[src/rtl/cla_accumulator.sv]


module cla_accumulator #(
  parameter int G_WIDTH     = 3,
  parameter int G_CNT_WIDTH = 4
) (
  input  logic                   i_clk,
  input  logic                   i_rst,
  input  logic                   i_valid,
  output logic                   o_ready,
  input  logic [G_WIDTH-1:0]     i_data,
  input  logic                   i_last,
  output logic [G_WIDTH-1:0]     o_add1,
  output logic [G_WIDTH-1:0]     o_add2,
  input  logic [G_WIDTH:0]       i_result,
  output logic                   o_valid,
  input  logic                   i_ready,
  output logic [G_WIDTH-1:0]     o_sum,
  output logic                   o_ovf,
  output logic [G_CNT_WIDTH-1:0] o_count
);

  typedef enum logic [1:0] {
    S_ACCEPT = 2'd0,
    S_ADD    = 2'd1,
    S_DONE   = 2'd2
  } state_t;

  localparam logic [G_CNT_WIDTH-1:0] LP_CNT_ONE = {{(G_CNT_WIDTH-1){1'b0}}, 1'b1};

  state_t                   r_state;
  state_t                   w_next_state;
  logic [G_WIDTH-1:0]       r_acc;
  logic [G_WIDTH-1:0]       r_op;
  logic                     r_last;
  logic                     r_ovf;
  logic [G_CNT_WIDTH-1:0]   r_cnt;

  // NOTE: sequential state uses non-blocking assignments so every register samples pre-edge values.
  always_ff @(posedge i_clk or posedge i_rst) begin
    if (i_rst) begin
      r_state <= S_ACCEPT;
    end else begin
      r_state <= w_next_state;
    end
  end

  // Handshake outputs decode only the state register, keeping inputs off every output path.
  always_comb begin
    w_next_state = r_state;
    o_ready      = 1'b0;
    o_valid      = 1'b0;
    case (r_state)
      S_ACCEPT: begin
        o_ready = 1'b1;
        if (i_valid) w_next_state = S_ADD;
      end
      S_ADD: begin
        w_next_state = r_last ? S_DONE : S_ACCEPT;
      end
      S_DONE: begin
        o_valid = 1'b1;
        if (i_ready) w_next_state = S_ACCEPT;
      end
      default: w_next_state = S_ACCEPT;
    endcase
  end

  always_ff @(posedge i_clk or posedge i_rst) begin
    if (i_rst) begin
      r_acc  <= '0;
      r_op   <= '0;
      r_last <= 1'b0;
      r_ovf  <= 1'b0;
      r_cnt  <= '0;
    end else begin
      case (r_state)
        S_ACCEPT: begin
          if (i_valid) begin
            r_op   <= i_data;
            r_last <= i_last;
            if (r_cnt != '1) r_cnt <= r_cnt + LP_CNT_ONE;
          end
        end
        S_ADD: begin
          r_acc <= i_result[G_WIDTH-1:0];
          r_ovf <= r_ovf | i_result[G_WIDTH];
        end
        S_DONE: begin
          // Clearing on the handshake makes the next burst start from a zero accumulator.
          if (i_ready) begin
            r_acc <= '0;
            r_op  <= '0;
            r_ovf <= 1'b0;
            r_cnt <= '0;
          end
        end
        default: ;
      endcase
    end
  end

  assign o_add1  = r_acc;
  assign o_add2  = r_op;
  assign o_sum   = r_acc;
  assign o_ovf   = r_ovf;
  assign o_count = r_cnt;

endmodule

[config.mk]
export PLATFORM = sky130hd
export DESIGN_NAME = cla_accumulator
export DESIGN_NICKNAME = d
export VERILOG_FILES = /design/src/rtl/cla_accumulator.sv
export SDC_FILE = /design/constraint.sdc
export NUM_CORES = 1
export LEC_CHECK = 0
export CAP_MARGIN = 20
export CELL_PAD_IN_SITES_DETAIL_PLACEMENT = 1
export CELL_PAD_IN_SITES_GLOBAL_PLACEMENT = 1
export CORE_MARGIN = 2
export CORE_UTILIZATION = 32
export CTS_CLUSTER_SIZE = 8
export DETAILED_ROUTE_END_ITERATION = 8
export HOLD_SLACK_MARGIN = 0.15
export PLACE_DENSITY_LB_ADDON = 0.1
export SYNTH_ARGS = -nofsm -noshare
export SYNTH_HDL_FRONTEND = slang
export SYNTH_SLANG_ARGS = --single-unit
[constraint.sdc]
create_clock -name i_clk -period 2.63 [get_ports i_clk]
set_input_delay 0.789 -clock i_clk [delete_from_list [all_inputs] [get_ports i_clk]]
set_output_delay 0.789 -clock i_clk [all_outputs]
set_load 0.1 [all_outputs]
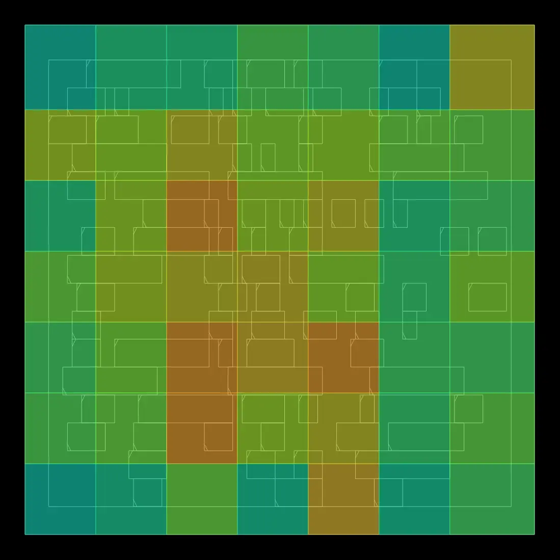
**Above:** routing congestion map.
Core Util, Final: 48.34%
grt met2 use: 23.11%
grt met3 use: 2.727%
routed len/inst: 13.29 um
global route hottest layer: met2

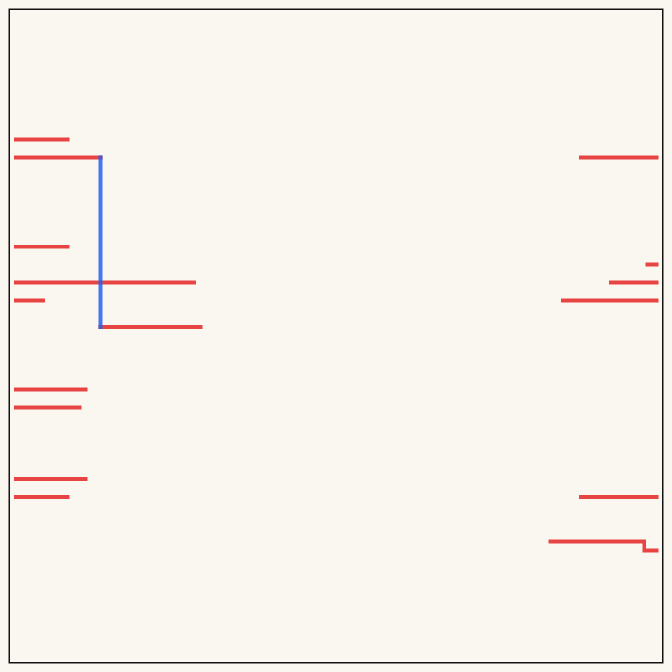
**Above:** routed metal, one color a layer.
Only two layers are drawn.
Key: met3 = red [wire length 88.3 um]; met4 = blue [wire length 12.9 um]
Routed WL: 1528 um
number of vias after detailed routing: 562

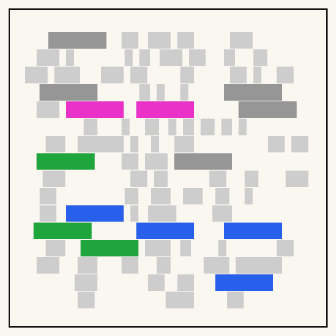
**Above:** sequential cells colored by netlist name.
Key: o_count = blue [flops 4]; o_add2 = green [flops 3]; r_state = magenta [flops 2]
register area: 350.3 sq um

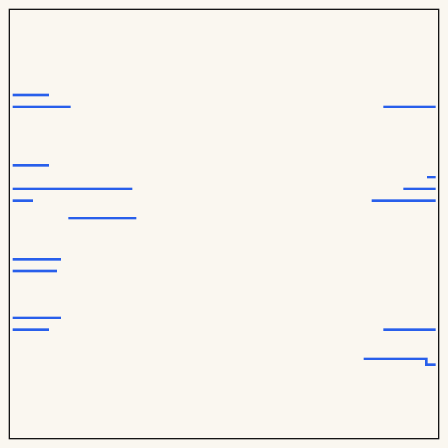
**Above:** signal wires on met3.
The longest straight run is 13.6 um. The layer carries 88.3 um of wire. The wires run mostly horizontal. The layer holds 5.8% of the routed length. 15 nets have wire on it.

==> results.json <==
{
  "status": "complete, no violations",
  "yosys-top-cells-count": "14 x dfrtp_1, 6 x inv_1, 6 x nor2_1",
  "topCombFamilyByArea": "AND-OR/OR-AND gates",
  "clock_latency_ps": 270,
  "hold-path-endpoint": "r_last$_DFFE_PP0P_",
  "setup_viol": 0,
  "dieArea_sq_um": 2465,
  "hpwl_um": 1195,
  "path_cells": "nor2b_2 > buf_12",
  "overflow": 0,
  "hold_depth": 1,
  "routabilityCongestion": 0.7257,
  "ys_chip_area_sq_um": 666.9,
  "mux_share_pct": 6.567,
  "finalCritPeriodShare_pct": 81.14,
  "ant_nets": 0,
  "setup_tns_ps": 0,
  "fillers": 246,
  "viasPerCell": 4.887,
  "whs_ps": 504.2,
  "largest_class": "registers",
  "grt_pass1_vias": 597,
  "cp_num_cells": 2,
  "numCtsBuffers": 3,
  "r2r-end": "o_count[0]$_DFFE_PP0P_",
  "max_cap_viol_count": 0,
  "yosys-stat-cells": 63,
  "synth_top_area_share_pct": 52.53,
  "routed-wl-met2_um": 734,
  "simple_gate_share_pct": 13.51,
  "avgSynthCellArea_sq_um": 10.59,
  "synthArstFlopShare_pct": 100.0,
  "path_delay_family": "flip-flops",
  "clock-root-buffer": "clkbuf_4",
  "core_area_sq_um": 1962,
  "seq_area_frac_synth_pct": 52.53,
  "rsz0062_at_grt": "no",
  "crit_path_end_kind": "primary output",
  "ff_type": "dfrtp_1"
}
